--- config.mk ---
export PLATFORM = sky130hd
export DESIGN_NAME = rx_frame_fsm
export DESIGN_NICKNAME = d
export VERILOG_FILES = /design/src/rtl/rx_frame_fsm.sv
export SDC_FILE = /design/constraint.sdc
export NUM_CORES = 1
export LEC_CHECK = 0
export ABC_CLOCK_PERIOD_IN_PS = 3000
export CORE_MARGIN = 2
export CORE_UTILIZATION = 30
export DETAILED_ROUTE_END_ITERATION = 7
export PLACE_DENSITY = 0.58
export RECOVER_POWER = 50
export SLEW_MARGIN = 15
export SYNTH_ARGS = -nofsm -noshare
export SYNTH_HDL_FRONTEND = slang
export SYNTH_SLANG_ARGS = --single-unit
--- constraint.sdc ---
create_clock -name fsm_clk -period 3 [get_ports fsm_clk]
set_input_delay 0.45 -clock fsm_clk [delete_from_list [all_inputs] [get_ports fsm_clk]]
set_output_delay 0.45 -clock fsm_clk [all_outputs]
set_load 0.01 [all_outputs]
--- src/rtl/rx_frame_fsm.sv ---
// rx_frame_fsm: oversampled UART receive controller.
//   Detects a start edge, confirms it at mid start bit, then samples DATA_BITS data bits
//   (LSB first), an optional parity bit and STOP_BITS stop bits once per bit period.
//   The received word and its error flags are presented with a valid/ready handshake.
//   All decisions are taken on cycles with sample_tick=1; other cycles hold state.
// Ports:
//   fsm_clk     clock, all logic on posedge
//   fsm_rst     synchronous active-high reset
//   sample_tick one-cycle strobe, OVERSAMPLE per bit period
//   rxd         synchronised serial input, idle high
//   rx_ready    consumer accepts rx_data when rx_valid && rx_ready
//   rx_data     received word
//   rx_valid    rx_data holds an unconsumed word
//   parity_err  parity mismatch on the word in rx_data
//   frame_err   a checked stop bit sampled 0 on the word in rx_data
//   overrun     one-cycle pulse: new word overwrote an unconsumed one
//   load        one-cycle pulse when rx_data and flags update
//   shift       one-cycle pulse per data bit sampled
//   busy        registered, high while the receiver is not idle
module rx_frame_fsm #(
  parameter int unsigned DATA_BITS  = 8,
  parameter int unsigned OVERSAMPLE = 16,
  parameter int unsigned PARITY_EN  = 1,
  parameter int unsigned PARITY_ODD = 0,
  parameter int unsigned STOP_BITS  = 1
) (
  input  logic                 fsm_clk,
  input  logic                 fsm_rst,
  input  logic                 sample_tick,
  input  logic                 rxd,
  input  logic                 rx_ready,
  output logic [DATA_BITS-1:0] rx_data,
  output logic                 rx_valid,
  output logic                 parity_err,
  output logic                 frame_err,
  output logic                 overrun,
  output logic                 load,
  output logic                 shift,
  output logic                 busy
);

  localparam int unsigned TickW = $clog2(OVERSAMPLE);
  localparam int unsigned BitW  = $clog2(DATA_BITS + 1);

  localparam logic [TickW-1:0] TickMid  = TickW'(OVERSAMPLE / 2 - 1);
  localparam logic [TickW-1:0] TickEnd  = TickW'(OVERSAMPLE - 1);
  localparam logic [BitW-1:0]  LastData = BitW'(DATA_BITS - 1);
  localparam logic [BitW-1:0]  LastStop = BitW'(STOP_BITS - 1);

  typedef enum logic [2:0] {StIdle, StStart, StData, StParity, StStop, StLoad} state_e;

  state_e               state_q, state_d;
  logic [TickW-1:0]     tick_cnt_q, tick_cnt_d;
  logic [BitW-1:0]      bit_cnt_q, bit_cnt_d;
  logic [DATA_BITS-1:0] shreg_q, shreg_d;
  logic                 par_bad_q, par_bad_d;
  logic                 stop_bad_q, stop_bad_d;

  logic [DATA_BITS-1:0] rx_data_q, rx_data_d;
  logic                 rx_valid_q, rx_valid_d;
  logic                 parity_err_q, parity_err_d;
  logic                 frame_err_q, frame_err_d;
  logic                 overrun_q, overrun_d;
  logic                 load_q, load_d;
  logic                 busy_q, busy_d;

  logic tick_end;
  logic load_fire;
  logic accept;

  assign tick_end = sample_tick && (tick_cnt_q == TickEnd);

  // State and datapath registers
  always_ff @(posedge fsm_clk) begin
    if (fsm_rst) begin
      state_q      <= StIdle;
      tick_cnt_q   <= '0;
      bit_cnt_q    <= '0;
      shreg_q      <= '0;
      par_bad_q    <= 1'b0;
      stop_bad_q   <= 1'b0;
      rx_data_q    <= '0;
      rx_valid_q   <= 1'b0;
      parity_err_q <= 1'b0;
      frame_err_q  <= 1'b0;
      overrun_q    <= 1'b0;
      load_q       <= 1'b0;
      busy_q       <= 1'b0;
    end else begin
      state_q      <= state_d;
      tick_cnt_q   <= tick_cnt_d;
      bit_cnt_q    <= bit_cnt_d;
      shreg_q      <= shreg_d;
      par_bad_q    <= par_bad_d;
      stop_bad_q   <= stop_bad_d;
      rx_data_q    <= rx_data_d;
      rx_valid_q   <= rx_valid_d;
      parity_err_q <= parity_err_d;
      frame_err_q  <= frame_err_d;
      overrun_q    <= overrun_d;
      load_q       <= load_d;
      busy_q       <= busy_d;
    end
  end

  // Next-state logic
  always_comb begin
    state_d    = state_q;
    tick_cnt_d = tick_cnt_q;
    bit_cnt_d  = bit_cnt_q;
    shreg_d    = shreg_q;
    par_bad_d  = par_bad_q;
    stop_bad_d = stop_bad_q;

    if (sample_tick && state_q != StIdle && state_q != StLoad) begin
      tick_cnt_d = tick_end ? '0 : tick_cnt_q + TickW'(1);
    end

    case (state_q)
      StIdle: begin
        if (sample_tick && !rxd) begin
          state_d    = StStart;
          tick_cnt_d = '0;
          par_bad_d  = 1'b0;
          stop_bad_d = 1'b0;
        end
      end
      StStart: begin
        if (sample_tick && tick_cnt_q == TickMid) begin
          tick_cnt_d = '0;
          if (rxd) begin
            state_d = StIdle;  // start bit did not hold to mid-bit: glitch
          end else begin
            state_d   = StData;
            bit_cnt_d = '0;
          end
        end
      end
      StData: begin
        if (tick_end) begin
          shreg_d = {rxd, shreg_q[DATA_BITS-1:1]};  // LSB arrives first, ends at bit 0
          if (bit_cnt_q == LastData) begin
            bit_cnt_d = '0;  // reused to count stop bits
            state_d   = (PARITY_EN != 0) ? StParity : StStop;
          end else begin
            bit_cnt_d = bit_cnt_q + BitW'(1);
          end
        end
      end
      StParity: begin
        if (tick_end) begin
          par_bad_d = (^{shreg_q, rxd}) ^ (PARITY_ODD != 0);
          state_d   = StStop;
        end
      end
      StStop: begin
        if (tick_end) begin
          if (!rxd) stop_bad_d = 1'b1;
          // Leaving at mid-stop lets the next start edge be caught right after the stop bit
          if (bit_cnt_q == LastStop) begin
            state_d = StLoad;
          end else begin
            bit_cnt_d = bit_cnt_q + BitW'(1);
          end
        end
      end
      StLoad: begin
        state_d = StIdle;
      end
      default: begin
        state_d = StIdle;
      end
    endcase
  end

  // Output logic
  always_comb begin
    load_fire = (state_q == StLoad);
    accept    = rx_valid_q && rx_ready;
    shift     = (state_q == StData) && tick_end;

    rx_data_d    = rx_data_q;
    parity_err_d = parity_err_q;
    frame_err_d  = frame_err_q;
    rx_valid_d   = rx_valid_q;
    if (load_fire) begin
      rx_data_d    = shreg_q;
      parity_err_d = (PARITY_EN != 0) && par_bad_q;
      frame_err_d  = stop_bad_q;
      rx_valid_d   = 1'b1;  // a load wins over a same-cycle accept
    end else if (accept) begin
      rx_valid_d = 1'b0;
    end
    overrun_d = load_fire && rx_valid_q && !rx_ready;
    load_d    = load_fire;
    busy_d    = (state_q != StIdle);
  end

  assign rx_data    = rx_data_q;
  assign rx_valid   = rx_valid_q;
  assign parity_err = parity_err_q;
  assign frame_err  = frame_err_q;
  assign overrun    = overrun_q;
  assign load       = load_q;
  assign busy       = busy_q;

endmodule

==> impl_metrics.toml, run 1 <==
# physical design summary
[status]
status = "complete, no violations"

[min_path]
hold_end = "rx_data[0]$_SDFFE_PP0P_"
hold_path.class = "reg2reg"
hp-start = "rx_data[0]$_SDFFE_PP0P_"

[yosys]
synth.largest_area_cell = "dfxtp_1"
ys_cells = 188
numSynthFlops = 35
yosysWarnings = 0
synth.avg_cell_area_um2 = 8.938
synth-edff-count = 0
ys_sh_adder = 0.02234
netlist_logic_family_top = "simple AND/OR/NAND/NOR gates"
floorplan.nets = 196

[final_layout]
layout.cells.non_filler = 278
antenna_cells = 0
drive_gt1_frac = 0.05340

[grt]
grt_pass1_wl_um = 5547
gr-total-overflow = 0
grtUsageTotal = 0.1123
first_global_vias = 1205

[placed_design]
dp_hpwl_um = 2261
dpl_worst_slack_ps = 386.2

[timing]
finalCriticalPeriod_ps = 2583
hold_viol = 0

[setup_path]
required_ps = 2550
critPathCapture = "shift"
cp_num_cells = 5
cp_slowest_cell = "clkdlybuf4s50_1"
crit_family = "buffers and inverters"
path_class = "in2out"
cp_slowest_stage_delay_ps = 580
crit_chain = "clkdlybuf4s50_1, and4_1, nand3_1, inv_1, clkdlybuf4s50_1"

[routing]
firstDrtPassIters = 4
drt_iter0_markers = 47
route.detailed.drc = 0

[power]
switching_power_mw = 0.2386
p_int_mw = 0.7016
seqPwrFrac = 0.529

[floorplanning]
die_x_um = 78.84
core_mm2 = 0.005473

[cts]
path_clk_slew_ps = 60
cts-root-buf = "clkbuf_8"
## run 1: power by group through the flow
stage	Sequential [mW]	Clock (mW)	Combinational, mW
finish	0.498	0.340	0.103
global route	0.500	0.374	0.115
CTS	0.498	0.355	0.105
detailed placement	0.508	0	0.104
global placement	0.509	0	0.104
floorplan	0.488	0	0.0960
## run 1: layer usage
metal,vias to the layer above,GRT usage,wire length (µm)
met5,-,0,0
met4,0,0.04138,32
met3,2,0.03068,128
met1,644,0.1496,1637
met2,19,0.1744,1490
li1,691,-,-
## run 1: area by class of cell
class,instances,area share
Clock inverter,1,0.002486
Tap cell,72,0.04475
Multi-Input combinational cell,138,0.4525
Clock buffer,6,0.04102
Inverter,4,0.007458
Sequential cell,35,0.3480
Timing Repair Buffer,22,0.1038
Run 1, routed metal, one color a layer:
Two of the layers only.
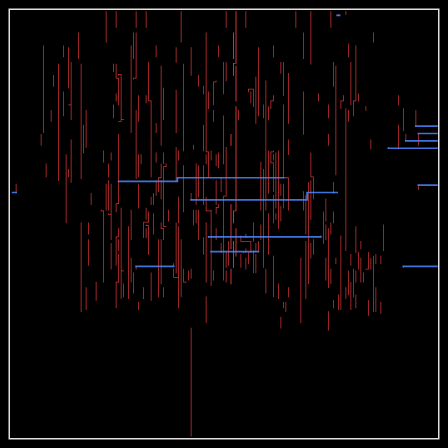
| layer | color | wire length |
|---|---|---|
| metal 2 | red | 1,490 µm |
| metal 3 | blue | 128 µm |

Run 1, clock routing:
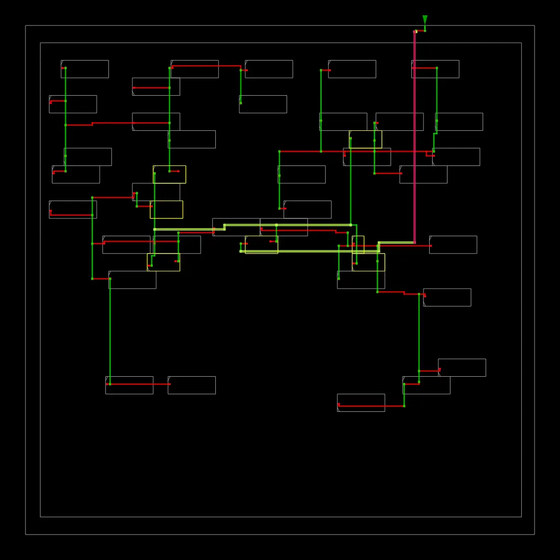
Flops: 35
power in the clock group: 0.340 mW
cts bufs inserted: 5

Run 1, cell density map:
Bar = 20 µm. The die is cut into 8 by 8 equal tiles; dark purple is low, yellow is high, 0 to 100% covered.
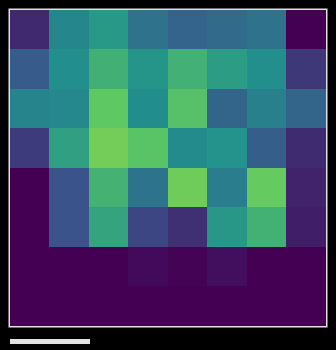
nearly empty tiles: 27%
densest ninth of the die: center
emptiest ninth of the die: south-west

Run 1, where the registers sit:
Bar = 20 µm.
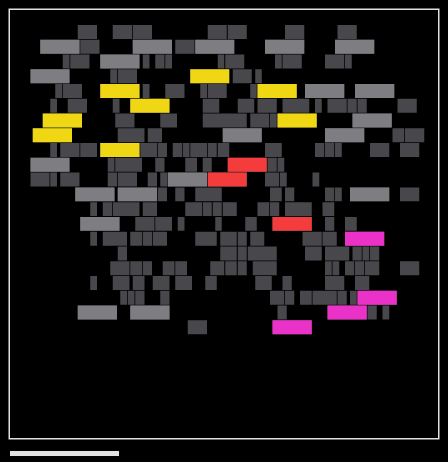

==> inputs of run 2 (changes only) <==
Settings changed: DONT_BUFFER_PORTS set to 1, PLACE_DENSITY 0.58 to 0.54, SLEW_MARGIN 15 to 0, TNS_END_PERCENT set to 100.
Run 2, where the registers sit:
Bar = 20 µm.
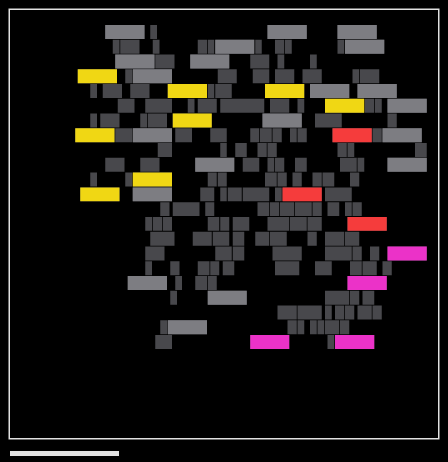
| netlist name | color | placed flops |
|---|---|---|
| shreg_q | yellow | 8 |
| state_q | red | 3 |
| bit_cnt_q | magenta | 4 |
not colored: 20

Run 2, routed metal, one color a layer:
Two of the layers only.
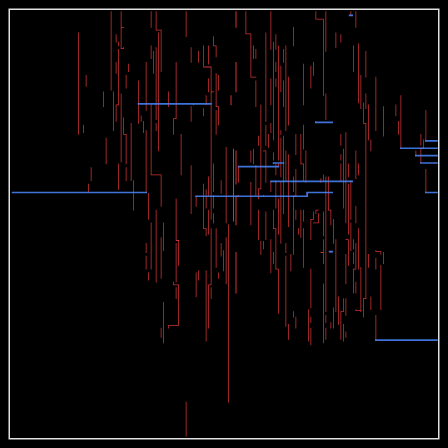
total wire length: 3250 µm
Via Count: 1,261
Wirelength per Cell: 12.60 µm
gr usage total: 0.1144

==> impl_metrics.toml, run 2 <==
# physical design summary
[cts]
numCtsBuffers = 5
path_clk_slew_ps = 70

[yosys]
ys_cells = 188
synth.largest_area_cell = "dfxtp_1"
ys_sh_adder = 0.02234
netlist_logic_family_top = "simple AND/OR/NAND/NOR gates"
synth.avg_cell_area_um2 = 8.938
numSynthFlops = 35

[power]
comb_power_mw = 0.0805
clk-power_mw = 0.339
switching_power_mw = 0.2277
pg_seq_mw = 0.500

[final_layout]
signal_buffers = 2
clk_share = 0.04824
flop-count = 35
seq_share = 0.3859
comb_share = 0.5017
biggestCellCategory = "combinational gates"
layout.cells.non_filler = 258

[grt]
gr-total-overflow = 0
met2_usage = 0.1701
first_global_vias = 1176
gr-usage-met3 = 0.03182
met1_usage = 0.1542

[setup_path]
critPathCapture = "shift"
cp_slowest_cell = "dfxtp_1"
cp_slowest_stage_delay_ps = 690
cp_num_cells = 4

[floorplanning]
core_mm2 = 0.005473
taps = 72

[routing]
met2_wirelength_um = 1449
wl_met3_um = 120
routed.top_layer = "met4"
met1_length_um = 1626
firstDrtPassIters = 4

[status]
status = "complete, no violations"

[placed_design]
dpl_worst_slack_ps = 974.4
dp_hpwl_um = 2217

[timing]
hold_viol = 0
Run 2, clock routing:
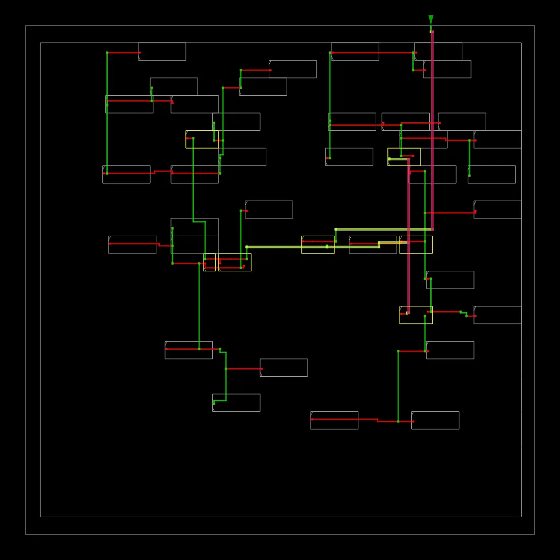
clk ins delay skew pair: 280 ps
Layout Skew: 5.891 ps

[run 2: worst min path at each step]
stage | depth (start not counted) | end | startpoint
global route | 1 | state_q[2]$_SDFFE_PP0P_ | fsm_rst
detailed placement | 2 | bit_cnt_q[0]$_SDFFE_PP0P_ | bit_cnt_q[0]$_SDFFE_PP0P_
floorplan | 2 | parity_err$_SDFFE_PP0P_ | par_bad_q$_SDFFE_PP0P_
CTS | 1 | bit_cnt_q[0]$_SDFFE_PP0P_ | fsm_rst
global placement | 2 | bit_cnt_q[0]$_SDFFE_PP0P_ | bit_cnt_q[0]$_SDFFE_PP0P_
finish | 1 | bit_cnt_q[0]$_SDFFE_PP0P_ | fsm_rst
No activity file was given, so power comes from the tool's default toggle rates.
